m4.png
Drawn at 4 px/um. Supply wires on this layer in gray.
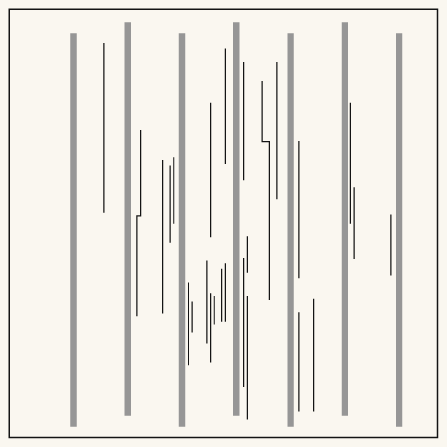
gates.png
Drawn at 6 px/um.
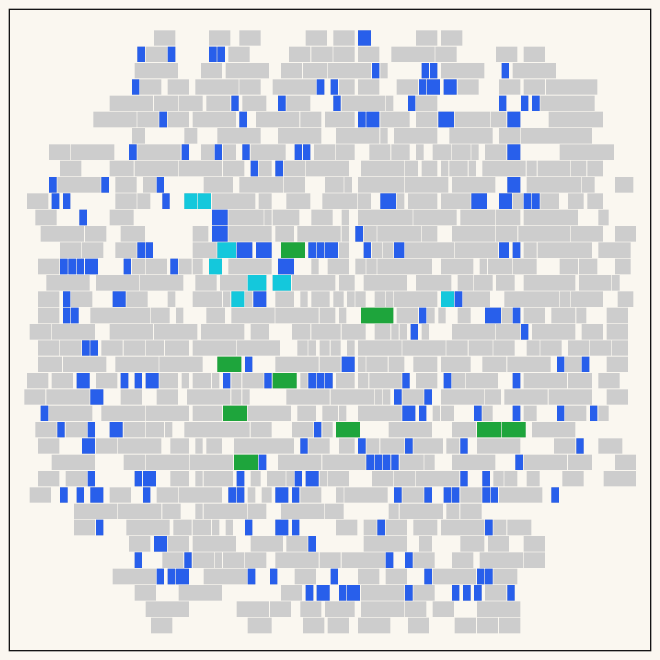
route_heat.png
Drawn at 4 px/um. 21 x 21 tiles, from white (low) to dark blue (high), scaled to the fullest tile. Values are wire area over tile area, all layers added.
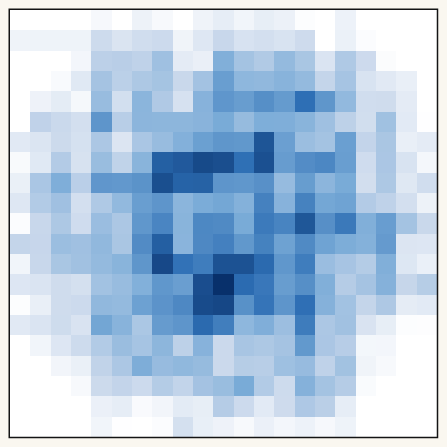
File: src/rtl/mvm_result_serializer_if.sv
// Result-serializer bus: multiplier capture side, element stream side and status.
// master = the serializer, slave = whoever drives it and consumes the stream.
interface mvm_result_serializer_if #(
   parameter int NUM_ELEMS = 6,
   parameter int WIDTH     = 8
);
   localparam int IW = (NUM_ELEMS > 1) ? $clog2(NUM_ELEMS) : 1;

   logic                       in_done;
   logic [NUM_ELEMS*WIDTH-1:0] in_vector;
   logic [WIDTH-1:0]           out_data;
   logic                       out_valid;
   logic                       out_ready;
   logic                       out_last;
   logic [IW-1:0]              out_index;
   logic                       busy;
   logic                       pending_full;
   logic                       overflow;
   logic                       clear_overflow;

   modport master (
      input  in_done, in_vector, out_ready, clear_overflow,
      output out_data, out_valid, out_last, out_index, busy, pending_full, overflow
   );

   modport slave (
      output in_done, in_vector, out_ready, clear_overflow,
      input  out_data, out_valid, out_last, out_index, busy, pending_full, overflow
   );
endinterface

File: src/rtl/mvm_result_serializer.sv
// Captures MVM result vectors on done and streams them one element per beat,
// with one pending slot so a back-to-back result is absorbed without stalling.
module mvm_result_serializer #(
   parameter int NUM_ELEMS = 6,
   parameter int WIDTH     = 8
) (
   input  logic                          clk,
   input  logic                          reset,
   mvm_result_serializer_if.master       bus
);
   localparam int IW = (NUM_ELEMS > 1) ? $clog2(NUM_ELEMS) : 1;

   // Packed index NUM_ELEMS-1 is the MSB slice, i.e. element 0 of the vector.
   typedef logic [NUM_ELEMS-1:0][WIDTH-1:0] vec_t;
   typedef enum logic {IDLE, STREAM} state_t;

   state_t        state_q, state_d;
   logic [IW-1:0] index_q, index_d;
   vec_t          active_q, active_d;
   vec_t          pending_q, pending_d;
   logic          pend_vld_q, pend_vld_d;
   logic          ovf_q, ovf_d;

   logic          streaming, at_last, fire;
   logic [WIDTH-1:0] data_sel;

   assign streaming = (state_q == STREAM);
   assign at_last   = (index_q == IW'(NUM_ELEMS - 1));
   assign fire      = streaming && bus.out_ready;

   always_ff @(posedge clk) begin
      if (reset) begin
         state_q    <= IDLE;
         index_q    <= '0;
         active_q   <= '0;
         pending_q  <= '0;
         pend_vld_q <= 1'b0;
         ovf_q      <= 1'b0;
      end else begin
         state_q    <= state_d;
         index_q    <= index_d;
         active_q   <= active_d;
         pending_q  <= pending_d;
         pend_vld_q <= pend_vld_d;
         ovf_q      <= ovf_d;
      end
   end

   always_comb begin
      state_d    = state_q;
      index_d    = index_q;
      active_d   = active_q;
      pending_d  = pending_q;
      pend_vld_d = pend_vld_q;
      ovf_d      = bus.clear_overflow ? 1'b0 : ovf_q;

      case (state_q)
         IDLE: begin
            if (bus.in_done) begin
               active_d = vec_t'(bus.in_vector);
               index_d  = '0;
               state_d  = STREAM;
            end
         end
         STREAM: begin
            if (fire && at_last) begin
               // Completing a vector frees a slot, so an arriving done is never dropped here.
               index_d = '0;
               if (pend_vld_q) begin
                  active_d = pending_q;
                  if (bus.in_done) pending_d  = vec_t'(bus.in_vector);
                  else             pend_vld_d = 1'b0;
               end else if (bus.in_done) begin
                  active_d = vec_t'(bus.in_vector);
               end else begin
                  state_d = IDLE;
               end
            end else begin
               if (fire) index_d = index_q + IW'(1);
               if (bus.in_done) begin
                  if (!pend_vld_q) begin
                     pending_d  = vec_t'(bus.in_vector);
                     pend_vld_d = 1'b1;
                  end else begin
                     ovf_d = 1'b1;
                  end
               end
            end
         end
         default: state_d = IDLE;
      endcase
   end

   always_comb begin
      data_sel = '0;
      for (int k = 0; k < NUM_ELEMS; k++)
         if (index_q == IW'(k)) data_sel = active_q[NUM_ELEMS-1-k];
   end

   assign bus.out_data     = data_sel;
   assign bus.out_valid    = streaming;
   assign bus.busy         = streaming;
   assign bus.out_last     = streaming && at_last;
   assign bus.out_index    = index_q;
   assign bus.pending_full = pend_vld_q;
   assign bus.overflow     = ovf_q;
endmodule
File: src/flat_wrapper.sv
// flat-port wrapper written by rule: the top's interface ports become plain ports
module mvm_result_serializer_flat 
#(
   parameter int NUM_ELEMS = 6,
   parameter int WIDTH     = 8
)
  (clk, reset, bus_in_done, bus_in_vector, bus_out_ready, bus_clear_overflow, bus_out_data, bus_out_valid, bus_out_last, bus_out_index, bus_busy, bus_pending_full, bus_overflow);
  mvm_result_serializer_if #(.NUM_ELEMS(NUM_ELEMS), .WIDTH(WIDTH)) bus_i ();
  input  logic clk;
  input  logic reset;
  input wire logic [$bits(bus_i.in_done)-1:0] bus_in_done;
  input wire logic [$bits(bus_i.in_vector)-1:0] bus_in_vector;
  input wire logic [$bits(bus_i.out_ready)-1:0] bus_out_ready;
  input wire logic [$bits(bus_i.clear_overflow)-1:0] bus_clear_overflow;
  output wire logic [$bits(bus_i.out_data)-1:0] bus_out_data;
  output wire logic [$bits(bus_i.out_valid)-1:0] bus_out_valid;
  output wire logic [$bits(bus_i.out_last)-1:0] bus_out_last;
  output wire logic [$bits(bus_i.out_index)-1:0] bus_out_index;
  output wire logic [$bits(bus_i.busy)-1:0] bus_busy;
  output wire logic [$bits(bus_i.pending_full)-1:0] bus_pending_full;
  output wire logic [$bits(bus_i.overflow)-1:0] bus_overflow;
  assign bus_i.in_done = bus_in_done;
  assign bus_i.in_vector = bus_in_vector;
  assign bus_i.out_ready = bus_out_ready;
  assign bus_i.clear_overflow = bus_clear_overflow;
  assign bus_out_data = bus_i.out_data;
  assign bus_out_valid = bus_i.out_valid;
  assign bus_out_last = bus_i.out_last;
  assign bus_out_index = bus_i.out_index;
  assign bus_busy = bus_i.busy;
  assign bus_pending_full = bus_i.pending_full;
  assign bus_overflow = bus_i.overflow;
  mvm_result_serializer #(.NUM_ELEMS(NUM_ELEMS), .WIDTH(WIDTH)) u_core (.clk(clk), .reset(reset), .bus(bus_i));
endmodule
File: config.mk
export PLATFORM = sky130hd
export DESIGN_NAME = mvm_result_serializer_flat
export DESIGN_NICKNAME = d
export VERILOG_FILES = /design/src/rtl/mvm_result_serializer_if.sv /design/src/rtl/mvm_result_serializer.sv /design/src/flat_wrapper.sv
export SDC_FILE = /design/constraint.sdc
export NUM_CORES = 1
export LEC_CHECK = 0
export CAP_MARGIN = 20
export CORE_MARGIN = 2
export CORE_UTILIZATION = 50
export DETAILED_ROUTE_END_ITERATION = 10
export GPL_ROUTABILITY_DRIVEN = 0
export GPL_TIMING_DRIVEN = 0
export HOLD_SLACK_MARGIN = 0.05
export PLACE_DENSITY = 0.78
export RECOVER_POWER = 50
export SETUP_SLACK_MARGIN = 0.2
export SYNTH_ARGS = -nofsm -noshare
export SYNTH_HDL_FRONTEND = slang
export SYNTH_SLANG_ARGS = --single-unit
export TNS_END_PERCENT = 20
File: constraint.sdc
create_clock -name clk -period 1.6 [get_ports clk]
set_input_delay 0.16 -clock clk [delete_from_list [all_inputs] [get_ports clk]]
set_output_delay 0.16 -clock clk [all_outputs]
set_load 0.05 [all_outputs]
==> results.cfg <==
; implementation run metrics
[critical_path]
cp_top_family = AND-OR/OR-AND gates
worst_path_largest_cell_delay_ns = 0.39
crit_path_top_delay_cell = dfxtp_4
worstSetupEndpoint = bus_out_data[1]
crit_start = u_core.bus.out_index[1]$_SDFFE_PP0P_
reg2reg_from = u_core.bus.out_index[1]$_SDFFE_PP0P_
end_kind = output pin
start_kind = register

[yosys]
xor_area_frac = 0
synthCells = 597
synth-compound-area-share = 0.123
simple_gate_share = 0.165
synth-warning-count = 0
syn_area_um2 = 5270
ys_seq_share = 0.387
yosys-top-cells-count = nand2_1, dfxtp_1, mux2i_1
ff_type = dfxtp_1
synth-edff-count = 0
ys_sh_mux = 0.238
yosysMostFrequentCell = nand2_1
async_reset_ff_frac = 0
fa_ha_area_frac = 0.0119
avgSynthCellArea_um2 = 8.83
ys_ff = 102
syn-num-nets = 655

[global_routing]
grtUsageTotal = 0.286
top_usage_layer = met2
grt_use_met2 = 0.491
use_met1 = 0.358
grtUsageMet3 = 0.0383

[final_layout]
antenna_cells = 0
final_cell_area_um2 = 7040
final_util = 0.685
lay_top_count = nand2_1
regArea_um2 = 2050
comb_area_um2 = 3090

[sta]
relSlewSlack = 0.524
setup_tns_ns = -34.72
setup_viol = 108
fmax_mhz = 449
slew_violations = 0
skew_ns = 0.0158
setup_ws_ns = -0.629
hold_viol = 0
rsz0062_at_grt = yes
min_period_over_period = 1.39

[worst_hold_path]
hold_end = u_core.bus.busy$_SDFF_PP0_

[place]
dp_cells = 800
placed_area_um2 = 6340
place_ws_ns = -0.944
numPortBuffers = 67

[pwr]
p_total_mw = 5.93
pwr-share-comb = 0.235
powerComb_mw = 1.39
peakVddDrop_v = 0.000526
switchingPower_mw = 1.74
power_leader = sequential cells

[clocking]
cts_hold_repair.buffers = 0
clk_transition_reported_paths_ns = 0.10
clockBufferDepth = 2
htreeDepth = 3
clock_sinks = 102

[outcome]
violations = negative setup slack
outcome = complete, but fails checks

[drt]
drtIter0Drc = 476
wl_per_cell_um = 19.5
firstDrtPassIters = 6
met1_length_um = 6550
finalWirelength_um = 16200
antenna_left = 0
viasPerCell = 5.92

[floorplan]
die_w_um = 107
Notes on m4.png above:
share of all routed wire: 4.1%
longest straight run: 42.2 um
wire length on this layer: 664 um

Notes on gates.png above:
[nor cells] cyan | cells: 8 | most used: nor2b_1
[non-inverting ao/oa cells] green | cells: 9 | most used: a221o_2
[nand cells] blue | cells: 179 | most used: nand2_1 | where: widely spread

Notes on route_heat.png above:
fullest tile: 0.76
densest ninth of the die: center
mean over tiles: 0.24
nearly empty tiles: 15%
tiles over half the peak: 21%

## worst reg2reg max path, stage by stage (launching register included)
cell,delay [ns]
dfxtp_4,0.38
inv_4,0.07
ha_4,0.14
bufbuf_16,0.25
nand3_1,0.26
a21o_4,0.36
buf_6,0.15
a221oi_1,0.30
## cell type report
| class | count | area share |
|---|---|---|
| buffer | 53 | 0.0669 |
| clock buffer | 13 | 0.0228 |
| clock inverter | 3 | 0.00605 |
| inverter | 31 | 0.0180 |
| multi-input combinational | 411 | 0.439 |
| sequential | 102 | 0.292 |
| tap | 136 | 0.0242 |
| timing repair buffer | 85 | 0.131 |
## state kept, by name, summed over array words and instances, names as in the netlist
register                 cells
u_core.active_q             48
u_core.bus.busy              1
u_core.bus.out_index         3
u_core.bus.overflow          1
u_core.bus.pending_full      1
u_core.pending_q            48
Power is estimated from default activity; no workload was simulated.
